**src/rtl/gcd_ctrl.sv**
```systemverilog
// gcd_ctrl: Moore controller for a subtract-based GCD datapath.
//   Loads both operands, then repeatedly subtracts the smaller register from
//   the larger one until they are equal. It strobes the result register and
//   reports completion over a four-phase go/done handshake. A run aborts with
//   err if MAX_ITER subtractions pass without the operands becoming equal.
//
// Ports
//   clk       in   1      system clock, rising edge
//   rst       in   1      synchronous active-high reset
//   go        in   1      start request (four-phase with done)
//   lt        in   1      datapath comparator: x < y
//   neq       in   1      datapath comparator: x != y
//   x_sel     out  1      x mux select: 0 = external operand, 1 = x-y
//   y_sel     out  1      y mux select: 0 = external operand, 1 = y-x
//   x_ld      out  1      x register load enable
//   y_ld      out  1      y register load enable
//   d_ld      out  1      result register load enable (captures x)
//   busy      out  1      run in progress (INIT/CMP/SUBX/SUBY/FIN)
//   done      out  1      run finished (DONE or FAIL)
//   err       out  1      run aborted on the iteration limit (FAIL)
//   iter_cnt  out  CNT_W  subtractions performed in the current/last run
module gcd_ctrl #(
  parameter int unsigned CNT_W    = 4,
  parameter int unsigned MAX_ITER = 15
) (
  input  logic             clk,
  input  logic             rst,
  input  logic             go,
  input  logic             lt,
  input  logic             neq,
  output logic             x_sel,
  output logic             y_sel,
  output logic             x_ld,
  output logic             y_ld,
  output logic             d_ld,
  output logic             busy,
  output logic             done,
  output logic             err,
  output logic [CNT_W-1:0] iter_cnt
);

  localparam logic [CNT_W-1:0] MAX_CNT = CNT_W'(MAX_ITER);

  typedef enum logic [2:0] {
    S_IDLE,
    S_INIT,
    S_CMP,
    S_SUBX,
    S_SUBY,
    S_FIN,
    S_DONE,
    S_FAIL
  } state_t;

  state_t           state;
  state_t           state_nxt;
  logic [CNT_W-1:0] cnt_nxt;
  logic             x_sel_nxt;
  logic             y_sel_nxt;
  logic             x_ld_nxt;
  logic             y_ld_nxt;
  logic             d_ld_nxt;
  logic             busy_nxt;
  logic             done_nxt;
  logic             err_nxt;

  // State, counter and output registers. Outputs are the decode of the
  // next state, so each registered output lines up with the state it belongs to.
  always_ff @(posedge clk) begin
    if (rst) begin
      state    <= S_IDLE;
      iter_cnt <= '0;
      x_sel    <= 1'b0;
      y_sel    <= 1'b0;
      x_ld     <= 1'b0;
      y_ld     <= 1'b0;
      d_ld     <= 1'b0;
      busy     <= 1'b0;
      done     <= 1'b0;
      err      <= 1'b0;
    end else begin
      state    <= state_nxt;
      iter_cnt <= cnt_nxt;
      x_sel    <= x_sel_nxt;
      y_sel    <= y_sel_nxt;
      x_ld     <= x_ld_nxt;
      y_ld     <= y_ld_nxt;
      d_ld     <= d_ld_nxt;
      busy     <= busy_nxt;
      done     <= done_nxt;
      err      <= err_nxt;
    end
  end

  // Next-state, counter update and Moore output decode.
  always_comb begin
    state_nxt = state;
    cnt_nxt   = iter_cnt;
    x_sel_nxt = 1'b0;
    y_sel_nxt = 1'b0;
    x_ld_nxt  = 1'b0;
    y_ld_nxt  = 1'b0;
    d_ld_nxt  = 1'b0;
    busy_nxt  = 1'b0;
    done_nxt  = 1'b0;
    err_nxt   = 1'b0;

    case (state)
      S_IDLE: begin
        if (go) state_nxt = S_INIT;
      end
      S_INIT: begin
        cnt_nxt   = '0;
        state_nxt = S_CMP;
      end
      S_CMP: begin
        // Equality wins over the limit, so a run that converges on its last
        // permitted subtraction still finishes cleanly.
        if (!neq)                    state_nxt = S_FIN;
        else if (iter_cnt == MAX_CNT) state_nxt = S_FAIL;
        else if (lt)                 state_nxt = S_SUBY;
        else                         state_nxt = S_SUBX;
      end
      S_SUBX, S_SUBY: begin
        // The limit check in CMP keeps this from ever wrapping.
        cnt_nxt   = iter_cnt + CNT_W'(1);
        state_nxt = S_CMP;
      end
      S_FIN: begin
        state_nxt = S_DONE;
      end
      S_DONE, S_FAIL: begin
        if (!go) state_nxt = S_IDLE;
      end
      default: begin
        state_nxt = S_IDLE;
      end
    endcase

    case (state_nxt)
      S_INIT: begin
        x_ld_nxt = 1'b1;
        y_ld_nxt = 1'b1;
        busy_nxt = 1'b1;
      end
      S_CMP: begin
        busy_nxt = 1'b1;
      end
      S_SUBX: begin
        x_sel_nxt = 1'b1;
        x_ld_nxt  = 1'b1;
        busy_nxt  = 1'b1;
      end
      S_SUBY: begin
        y_sel_nxt = 1'b1;
        y_ld_nxt  = 1'b1;
        busy_nxt  = 1'b1;
      end
      S_FIN: begin
        d_ld_nxt = 1'b1;
        busy_nxt = 1'b1;
      end
      S_DONE: begin
        done_nxt = 1'b1;
      end
      S_FAIL: begin
        done_nxt = 1'b1;
        err_nxt  = 1'b1;
      end
      default: begin
      end
    endcase
  end

endmodule

```
**config.mk**
```make
export PLATFORM = sky130hd
export DESIGN_NAME = gcd_ctrl
export DESIGN_NICKNAME = d
export VERILOG_FILES = /design/src/rtl/gcd_ctrl.sv
export SDC_FILE = /design/constraint.sdc
export NUM_CORES = 1
export LEC_CHECK = 0
export CORE_UTILIZATION = 39
export DETAILED_ROUTE_END_ITERATION = 7
export GPL_ROUTABILITY_DRIVEN = 0
export GPL_TIMING_DRIVEN = 1
export PLACE_DENSITY = 0.65
export SETUP_SLACK_MARGIN = 0.15
export SYNTH_ARGS = -nofsm -noshare
export SYNTH_HDL_FRONTEND = slang
export SYNTH_SLANG_ARGS = --single-unit
```
**constraint.sdc**
```tcl
create_clock -name clk -period 2.6 [get_ports clk]
set_input_delay 0.65 -clock clk [delete_from_list [all_inputs] [get_ports clk]]
set_output_delay 0.65 -clock clk [all_outputs]
set_load 0.01 [all_outputs]
```
**Routed clock nets over the placement**

Bar = 10 um.
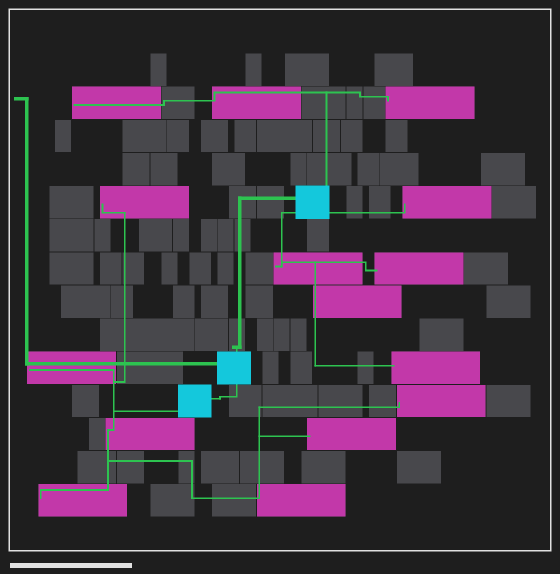
Cyan stands for cells driving clock nets, count 3. Green stands for clock wires, length 229 um. Magenta stands for flip-flops, count 15.
There are 4 routed clock nets.

**The metal 2 layer**

Cells faint in the background.
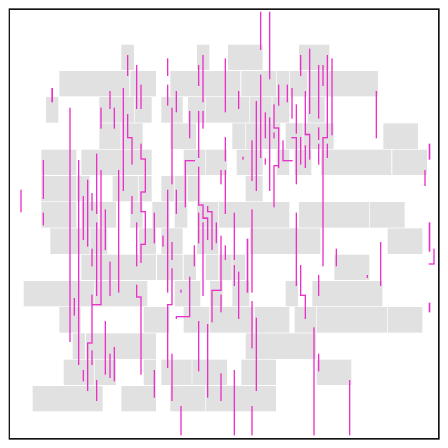
88 nets have wire on it. The wires run mostly vertical. The longest straight run is 24.1 um.

**Metal layers overlaid**

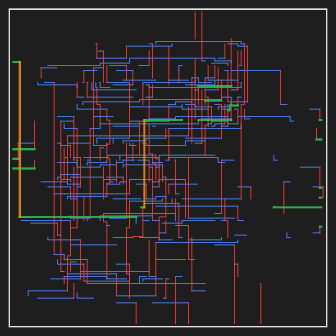
Orange stands for met4, wire length 34.0 um. Red stands for met2, wire length 595 um. Blue stands for met1, wire length 734 um. Green stands for met3, wire length 51.3 um.
detail-routed net length per standard cell: 11.6 um
Final Routed Wirelength: 1410 um

==> flow_summary.ini <==
; generated from flow reports
[finish]
sequential_cell_area_um2 = 300
comb_area_share_pct = 40.5
finish.net_count = 106
non_clock_inverter_instance_count_of_the_final_layout = 3
seq_cells = 15

[logic_synthesis]
yosysWarningCount = 0
synthDominantAreaCellType = dfxtp_1
mux_share_pct = 0
post_synth_inst_count = 80
synth.cells.most_frequent = 15 x dfxtp_1, 10 x nor2_1, 8 x a21oi_1

[final_timing]
slew-limit-headroom_pct = 66.1
final-hold-violation-count = 0

[critical_path]
crit_path_capture_type = flip-flop
worst-path-max-fanout = 3
cp.required_ps = 2760
list_of_cells_traversed_by_the_critical_path = clkdlybuf4s50_1 -> nand2_1 -> or3b_4 -> a31oi_4 -> inv_1 -> ha_1 -> nor2_1 -> nor2_1
cpMaxStageDelayCell = clkdlybuf4s50_1

[die]
core_region_area_um2 = 1590

[clock_network]
clock_tree.buffer_depth = 2
tritoncts = built
postCtsSetupRepairBufs = 0
htree_num_levels = 1

[global_routing]
grt_first_pass_wirelength_um = 2470
initial_antenna_violation_count = 0

[pwr]
leakage_nw = 0.336

[run]
warning_count = 26

[status]
outcome = finished clean
**Track usage over the die**

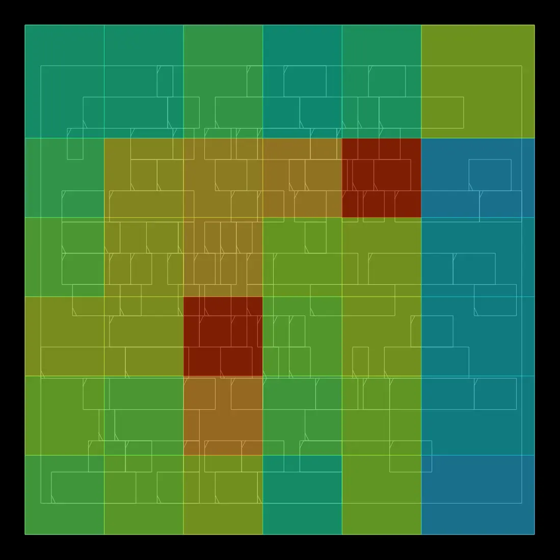
global routing met2 resource utilization: 24.4%
met3 track demand over resource in global routing: 3.67%
busiest layer in global routing: met2
Global Route Usage Sum: 17.4%

**Signal wires on met3**

Bar = 10 um. Cells faint in the background.
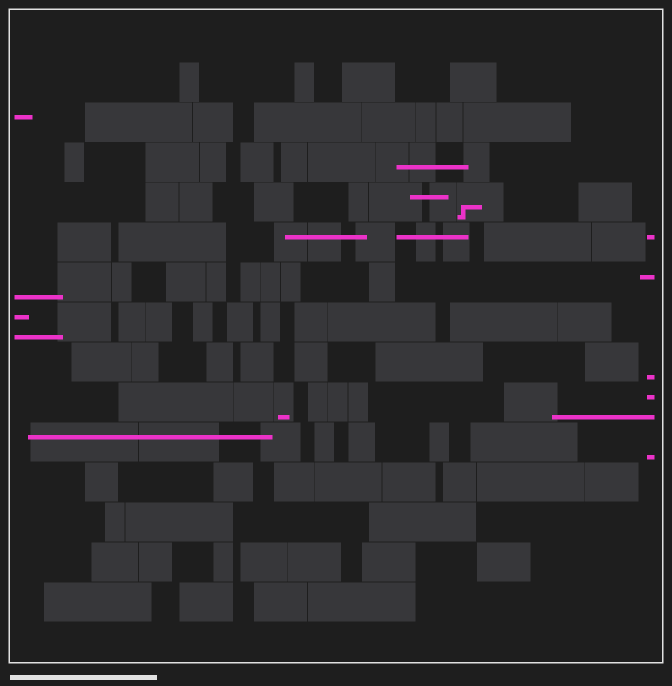
The layer holds 3.6% of the routed length. The longest straight run is 16.3 um. The wires run mostly horizontal. 15 nets have wire on it. The layer carries 51.3 um of wire.
number of vias after detailed routing: 616

per-stage QoR:
step | total power [mW] | area (um2) | setup WS, ps | cells | hold WS [ps]
after floorplan | 0.333 | 699 | 683 | 80 | 555
after global placement | 0.376 | 886 | 195 | 118 | 515
after detailed placement | 0.378 | 886 | 152 | 118 | 518
after CTS | 0.514 | 912 | 460 | 122 | 538
after global routing | 0.540 | 912 | 358 | 122 | 557
final | 0.512 | 912 | 465 | 122 | 541
worst register-to-register path: stages, from the launching register on:
cell and delay (ps):
dfxtp_1 620, nand2_1 130, or3b_4 410, a31oi_4 160
inv_1 90, ha_1 290, nor2_1 110, nor2_1 50
routing by layer:
layer / share of wire [%] / wire length (um)
met1: 52 / 734
met2: 42 / 594
met3: 3.6 / 51
met4: 2.4 / 34
met5: 0 / 0
Power figures rest on the tool's default switching activity, not on a simulated workload.
